Fig. 1: met1 routing
Scale bar: 50 um.
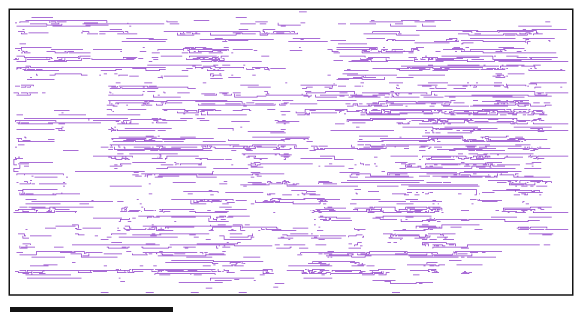
Fig. 2: met2 routing
Scale bar: 50 um. Cells faint in the background.
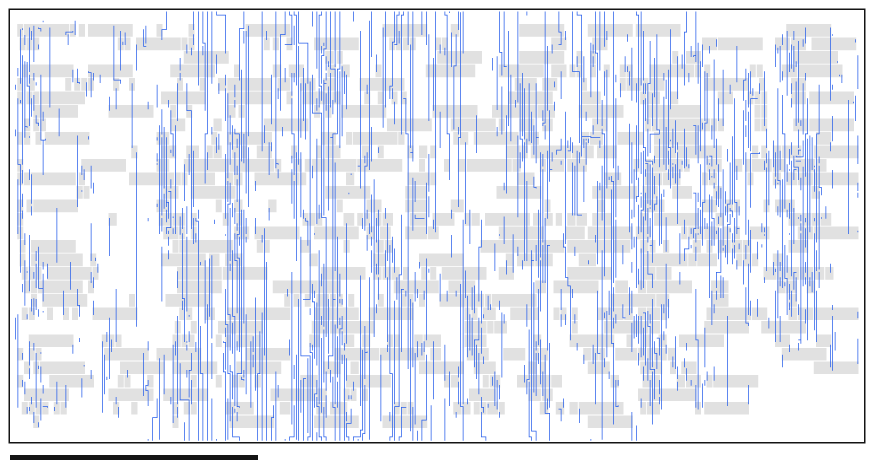
Fig. 3: met3 routing
Scale bar: 50 um. Cells faint in the background.
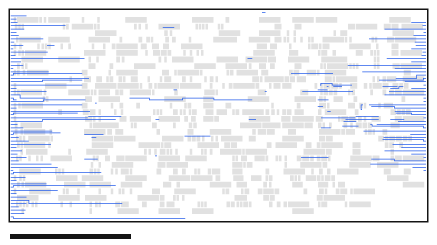
Fig. 4: M4 wires
Scale bar: 50 um.
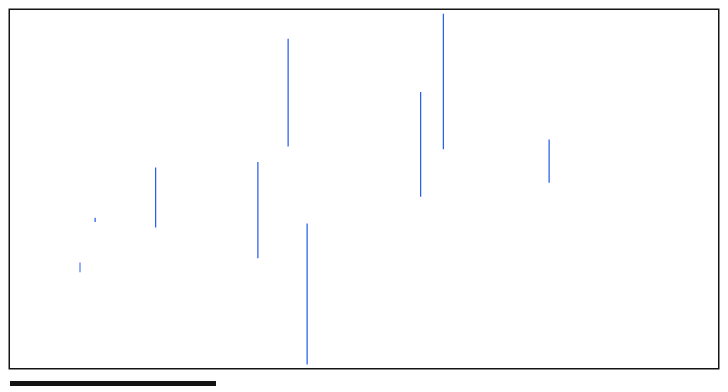
### config.mk
export PLATFORM = sky130hd
export DESIGN_NAME = dmem_ctrl
export DESIGN_NICKNAME = d
export VERILOG_FILES = /design/src/rtl/dmem_ctrl_pkg.sv /design/src/rtl/dmem_lane_align.sv /design/src/rtl/dmem_ctrl.sv
export SDC_FILE = /design/constraint.sdc
export NUM_CORES = 1
export LEC_CHECK = 0
export CAP_MARGIN = 20
export CELL_PAD_IN_SITES_DETAIL_PLACEMENT = 0
export CELL_PAD_IN_SITES_GLOBAL_PLACEMENT = 1
export CORE_ASPECT_RATIO = 0.5
export CORE_UTILIZATION = 40
export CTS_CLUSTER_SIZE = 16
export DETAILED_ROUTE_END_ITERATION = 16
export DONT_BUFFER_PORTS = 1
export GPL_TIMING_DRIVEN = 0
export PLACE_DENSITY_LB_ADDON = 0.1
export RECOVER_POWER = 25
export SYNTH_ARGS = -nofsm -noshare
export SYNTH_HDL_FRONTEND = slang
export SYNTH_SLANG_ARGS = --single-unit
### constraint.sdc
create_clock -name clk -period 5.3 [get_ports clk]
set_input_delay 1.06 -clock clk [delete_from_list [all_inputs] [get_ports clk]]
set_output_delay 1.06 -clock clk [all_outputs]
set_load 0.01 [all_outputs]
### src/rtl/dmem_ctrl_pkg.sv
// Shared definitions for the data-memory controller: width macros, funct3 codes,
// FSM/owner encodings and the pipeline access legality helpers.
`ifndef MEM
`define MEM 32
`endif
`ifndef MEM_ADDR
`define MEM_ADDR 32
`endif

package dmem_ctrl_pkg;

  localparam int DATA_W = `MEM;

  localparam logic [2:0] F3_LB  = 3'b000;
  localparam logic [2:0] F3_LH  = 3'b001;
  localparam logic [2:0] F3_LW  = 3'b010;
  localparam logic [2:0] F3_LBU = 3'b100;
  localparam logic [2:0] F3_LHU = 3'b101;
  localparam logic [2:0] F3_SB  = 3'b000;
  localparam logic [2:0] F3_SH  = 3'b001;
  localparam logic [2:0] F3_SW  = 3'b010;

  typedef enum logic [1:0] {
    ST_IDLE = 2'd0,
    ST_REQ  = 2'd1,
    ST_WAIT = 2'd2,
    ST_DONE = 2'd3
  } state_e;

  typedef enum logic {
    OWN_PIPE = 1'b0,
    OWN_DBG  = 1'b1
  } owner_e;

  function automatic logic f3_illegal(input logic [2:0] f3);
    return (f3 == 3'b011) || (f3 == 3'b110) || (f3 == 3'b111);
  endfunction

  // funct3[1:0] carries the access size for both loads and stores.
  function automatic logic misaligned(input logic [2:0] f3, input logic [1:0] addr_lo);
    logic bad;
    bad = 1'b0;
    case (f3[1:0])
      2'b01:   bad = addr_lo[0];
      2'b10:   bad = (addr_lo != 2'b00);
      default: bad = 1'b0;
    endcase
    return bad;
  endfunction

endpackage

### src/rtl/dmem_lane_align.sv
// Byte-lane handling for data-memory accesses: byte enables and write-data
// replication on the request side, lane select and sign/zero extension on loads.
module dmem_lane_align
  import dmem_ctrl_pkg::*;
(
  input  logic [2:0]        req_funct3,
  input  logic [1:0]        req_addr_lo,
  input  logic [DATA_W-1:0] req_wdata,
  input  logic [2:0]        rsp_funct3,
  input  logic [1:0]        rsp_addr_lo,
  input  logic [DATA_W-1:0] rsp_rdata,
  output logic [3:0]        be,
  output logic [DATA_W-1:0] wdata,
  output logic [DATA_W-1:0] rdata_ext
);

  logic [DATA_W-1:0] rd_shift;
  logic [7:0]        rd_byte;
  logic [15:0]       rd_half;

  always_comb begin
    // NOTE: every output gets a default first so no path can infer a latch.
    be    = 4'b1111;
    wdata = req_wdata;
    case (req_funct3[1:0])
      F3_SB[1:0]: begin
        be    = 4'b0001 << req_addr_lo;
        wdata = {4{req_wdata[7:0]}};
      end
      F3_SH[1:0]: begin
        be    = 4'b0011 << {req_addr_lo[1], 1'b0};
        wdata = {2{req_wdata[15:0]}};
      end
      F3_SW[1:0], 2'b11: begin
        be    = 4'b1111;
        wdata = req_wdata;
      end
    endcase
  end

  // Halfword loads are aligned, so a shift by 0 or 16 picks the right half.
  assign rd_shift = rsp_rdata >> {rsp_addr_lo, 3'b000};
  assign rd_byte  = rd_shift[7:0];
  assign rd_half  = rd_shift[15:0];

  always_comb begin
    rdata_ext = rsp_rdata;
    case (rsp_funct3)
      F3_LB:   rdata_ext = {{24{rd_byte[7]}}, rd_byte};
      F3_LH:   rdata_ext = {{16{rd_half[15]}}, rd_half};
      F3_LBU:  rdata_ext = {24'd0, rd_byte};
      F3_LHU:  rdata_ext = {16'd0, rd_half};
      F3_LW:   rdata_ext = rsp_rdata;
      default: rdata_ext = rsp_rdata;
    endcase
  end

endmodule

### src/rtl/dmem_ctrl.sv
// Data-memory access controller: sequences MEM-stage loads/stores onto a req/gnt/rvalid RAM.
// Define DMEM_DBG_PORT_EN to add the debug/loader port with round-robin arbitration.
module dmem_ctrl
  import dmem_ctrl_pkg::*;
#(
  parameter int ADDR_W      = `MEM_ADDR,
  parameter int TIMEOUT_CYC = 255
) (
  input  logic              clk,
  input  logic              arst,
  input  logic              pipe_req_i,
  input  logic              pipe_we_i,
  input  logic [2:0]        pipe_funct3_i,
  input  logic [ADDR_W-1:0] pipe_addr_i,
  input  logic [DATA_W-1:0] pipe_wdata_i,
  output logic              pipe_stall_o,
  output logic              pipe_done_o,
  output logic              pipe_err_o,
  output logic [DATA_W-1:0] pipe_rdata_o,
`ifdef DMEM_DBG_PORT_EN
  input  logic              dbg_req_i,
  input  logic              dbg_we_i,
  input  logic [ADDR_W-1:0] dbg_addr_i,
  input  logic [DATA_W-1:0] dbg_wdata_i,
  output logic              dbg_done_o,
  output logic [DATA_W-1:0] dbg_rdata_o,
`endif
  output logic              ram_req_o,
  output logic              ram_we_o,
  output logic [ADDR_W-3:0] ram_addr_o,
  output logic [3:0]        ram_be_o,
  output logic [DATA_W-1:0] ram_wdata_o,
  input  logic              ram_gnt_i,
  input  logic              ram_rvalid_i,
  input  logic [DATA_W-1:0] ram_rdata_i
);

  localparam int CNT_W = (TIMEOUT_CYC > 1) ? $clog2(TIMEOUT_CYC) : 1;
  localparam logic [CNT_W-1:0] TO_LAST = CNT_W'((TIMEOUT_CYC > 0) ? TIMEOUT_CYC - 1 : 0);

  state_e           state;
  owner_e           owner;
  logic [CNT_W-1:0] cnt;
  logic [2:0]       cur_funct3;
  logic [1:0]       cur_addr_lo;

  logic              any_req;
  logic              pipe_bad;
  logic              timeout_hit;
  logic [3:0]        pipe_be;
  logic [DATA_W-1:0] pipe_wdata_rep;
  logic [DATA_W-1:0] rdata_ext;

`ifdef DMEM_DBG_PORT_EN
  owner_e last_owner;
  logic   grant_dbg;
  logic   unused_dbg_addr_lo;

  assign unused_dbg_addr_lo = ^dbg_addr_i[1:0];
  assign any_req   = pipe_req_i || dbg_req_i;
  // Debug wins when alone, or on a conflict when the pipeline was served last.
  assign grant_dbg = dbg_req_i && (!pipe_req_i || (last_owner == OWN_PIPE));
`else
  assign any_req = pipe_req_i;
`endif

  assign pipe_bad    = f3_illegal(pipe_funct3_i) || misaligned(pipe_funct3_i, pipe_addr_i[1:0]);
  assign timeout_hit = (TIMEOUT_CYC != 0) && (cnt == TO_LAST);

  // Released exactly in the pipeline's own DONE cycle so the stage advances once.
  assign pipe_stall_o = pipe_req_i && !((state == ST_DONE) && (owner == OWN_PIPE));

  dmem_lane_align u_lane_align (
    .req_funct3  (pipe_funct3_i),
    .req_addr_lo (pipe_addr_i[1:0]),
    .req_wdata   (pipe_wdata_i),
    .rsp_funct3  (cur_funct3),
    .rsp_addr_lo (cur_addr_lo),
    .rsp_rdata   (ram_rdata_i),
    .be          (pipe_be),
    .wdata       (pipe_wdata_rep),
    .rdata_ext   (rdata_ext)
  );

  // NOTE: all state is updated with non-blocking assignments so every register
  // samples pre-edge values regardless of statement order.
  always_ff @(posedge clk or posedge arst) begin
    if (arst) begin
      state        <= ST_IDLE;
      owner        <= OWN_PIPE;
      cnt          <= '0;
      cur_funct3   <= '0;
      cur_addr_lo  <= '0;
      ram_req_o    <= 1'b0;
      ram_we_o     <= 1'b0;
      ram_addr_o   <= '0;
      ram_be_o     <= '0;
      ram_wdata_o  <= '0;
      pipe_done_o  <= 1'b0;
      pipe_err_o   <= 1'b0;
      pipe_rdata_o <= '0;
`ifdef DMEM_DBG_PORT_EN
      last_owner   <= OWN_DBG;
      dbg_done_o   <= 1'b0;
      dbg_rdata_o  <= '0;
`endif
    end else begin
      pipe_done_o <= 1'b0;
      pipe_err_o  <= 1'b0;
`ifdef DMEM_DBG_PORT_EN
      dbg_done_o  <= 1'b0;
`endif
      case (state)
        ST_IDLE: begin
          cnt <= '0;
          if (any_req) begin
`ifdef DMEM_DBG_PORT_EN
            if (grant_dbg) begin
              owner       <= OWN_DBG;
              last_owner  <= OWN_DBG;
              cur_funct3  <= F3_LW;
              cur_addr_lo <= 2'b00;
              ram_req_o   <= 1'b1;
              ram_we_o    <= dbg_we_i;
              ram_addr_o  <= dbg_addr_i[ADDR_W-1:2];
              ram_be_o    <= 4'b1111;
              ram_wdata_o <= dbg_wdata_i;
              state       <= ST_REQ;
            end else begin
              last_owner  <= OWN_PIPE;
`else
            begin
`endif
              owner <= OWN_PIPE;
              if (pipe_bad) begin
                pipe_done_o  <= 1'b1;
                pipe_err_o   <= 1'b1;
                pipe_rdata_o <= '0;
                state        <= ST_DONE;
              end else begin
                cur_funct3  <= pipe_funct3_i;
                cur_addr_lo <= pipe_addr_i[1:0];
                ram_req_o   <= 1'b1;
                ram_we_o    <= pipe_we_i;
                ram_addr_o  <= pipe_addr_i[ADDR_W-1:2];
                ram_be_o    <= pipe_be;
                ram_wdata_o <= pipe_wdata_rep;
                state       <= ST_REQ;
              end
            end
          end
        end

        ST_REQ: begin
          cnt <= cnt + 1'b1;
          if (ram_gnt_i) begin
            ram_req_o <= 1'b0;
            state     <= ST_WAIT;
          end else if (timeout_hit) begin
            ram_req_o <= 1'b0;
            state     <= ST_DONE;
`ifdef DMEM_DBG_PORT_EN
            if (owner == OWN_DBG) begin
              dbg_done_o  <= 1'b1;
              dbg_rdata_o <= '0;
            end else
`endif
            begin
              pipe_done_o  <= 1'b1;
              pipe_err_o   <= 1'b1;
              pipe_rdata_o <= '0;
            end
          end
        end

        ST_WAIT: begin
          cnt <= cnt + 1'b1;
          if (ram_rvalid_i || timeout_hit) begin
            state <= ST_DONE;
`ifdef DMEM_DBG_PORT_EN
            if (owner == OWN_DBG) begin
              dbg_done_o  <= 1'b1;
              dbg_rdata_o <= ram_rvalid_i ? ram_rdata_i : '0;
            end else
`endif
            begin
              pipe_done_o  <= 1'b1;
              pipe_err_o   <= !ram_rvalid_i;
              pipe_rdata_o <= ram_rvalid_i ? rdata_ext : '0;
            end
          end
        end

        ST_DONE: begin
          state <= ST_IDLE;
        end

        default: begin
          state <= ST_IDLE;
        end
      endcase
    end
  end

endmodule

==> flow_metrics.tcl <==
# metrics dict for downstream scripts
set metrics [dict create \
    holdWs_ps 528.0 \
    clock.fmax_ghz 0.3489 \
    worst_pin_slew_ps 2562 \
    finalNetCount 769 \
    holdPathEnd "cnt[6]" \
    yosysTopAreaCellShare_pct 50.57 \
    synth_cell_types 49 \
    synth_area_um2 5789 \
    pwr-share-seq_pct 41.2 \
    slew_violations 55 \
    synth-edff-count 0 \
    worst_setup_path_end_kind "flip-flop" \
    area_growth_pct 15.06 \
    min-delay-start "cnt[6]" \
    fin_ws_ps 2434 \
    yosysSeqAreaShare_pct 50.57 \
    common_cells "nand2_1, dfrtp_1, nor2_1" \
    max-vdd-ir-drop_v 0.0002284 \
    max_stage_delay_ps 480 \
    coreArea_um2 13850 \
    reg2reg_setup_slack_ps 3140 \
    worstPathCellList "inv_1 > ha_1 > a21o_1 > a211oi_2 > nand3_2 > clkbuf_1 > a221oi_1 > nor2_1" \
    die_w_um 172.1 \
    grt_pass1_vias 4653 \
    crit_family "AND-OR/OR-AND gates" \
    drive_above_1_share_pct 11.28 \
    lay_top_cells "nand2_1, dfrtp_1, nor2_1" \
    endpoint "ram_wdata_o[9]" \
    drv_cap 1 \
    power_leader "registers" \
    gr-total-overflow 0 \
    ys_cells 632 \
    insertion_delay_ps 410 \
    fillers 1303 \
    path_depth 8 \
    p_leak_uw 0.003236 \
    synth_chip_area_um2 5789 \
    drc 0 \
    hold_path_depth 1 \
    status "complete, but fails checks" \
    power_density_nw_per_um2 637.9 \
    syn_avg_cell_area_um2 9.160 \
    timing.setup.critical_path_class "in -> reg" \
    flop_cell "dfrtp_1" \
    clkPwrFrac_pct 27.7 \
    pg_seq_uw 1750 \
    grtUsageTotal_pct 23.58 \
    violations "capacitance limit, slew limit" \
    cp-start-kind "input port" \
    dpl-instance-area_um2 6062 \
    cts_setup_buffers 0 \
    cts_resized 0 \
    topCombFamilyByArea "AND-OR/OR-AND gates" \
    synth.most_common_cell "nand2_1" \
    dp.cells 825 \
    place_ws_ps 1987 \
    power_clock_uw 1180 \
    rows 30 \
    cp_slowest_cell "a211oi_2" \
    synth-simple-area-share_pct 19.84 \
    final.min_clock_period_ps 2866 \
]
Back to the opening pictures, Fig. 1:
main direction: horizontal
share of all routed wire: 44%
wire length on this layer: 7540 um
final wirelength: 17310 um
vias: 4719
GRT met1 Usage: 30.10%

Back to the opening pictures, Fig. 2:
share of all routed wire: 46%
wire length on this layer: 7900 um
nets with wire on the layer: 596
M2 GR Usage: 37.24%

Back to the opening pictures, Fig. 3:
wire length on this layer: 1680 um
longest straight run: 70.8 um
share of all routed wire: 9.7%
nets with wire on the layer: 122
main direction: horizontal
grt met3 use: 9.223%

Back to the opening pictures, Fig. 4:
longest straight run: 34.0 um
share of all routed wire: 0.97%
nets with wire on the layer: 6

[layout make-up]
class | instances | area, um2 | share of cell area, %
timing repair buffer | 1 | 27.53 | 0.4132
sequential | 117 | 2928 | 43.95
clock inverter | 14 | 163.9 | 2.461
buffer | 40 | 195.2 | 2.930
inverter | 20 | 76.32 | 1.146
multi-input combinational | 455 | 2591 | 38.90
clock buffer | 18 | 439.2 | 6.593
tap | 192 | 240.2 | 3.606
[registers in the layout (all words and copies together) (netlist names)]
| name | flops |
|---|---|
| ram_be_o | 4 |
| state | 2 |
| ram_we_o | 1 |
| pipe_done_o | 1 |
| ram_req_o | 1 |
| ram_wdata_o | 32 |
| cur_addr_lo | 2 |
| ram_addr_o | 30 |
| cur_funct3 | 3 |
| pipe_err_o | 1 |
| pipe_rdata_o | 32 |
| cnt | 8 |
Power figures rest on the tool's default switching activity, not on a simulated workload.
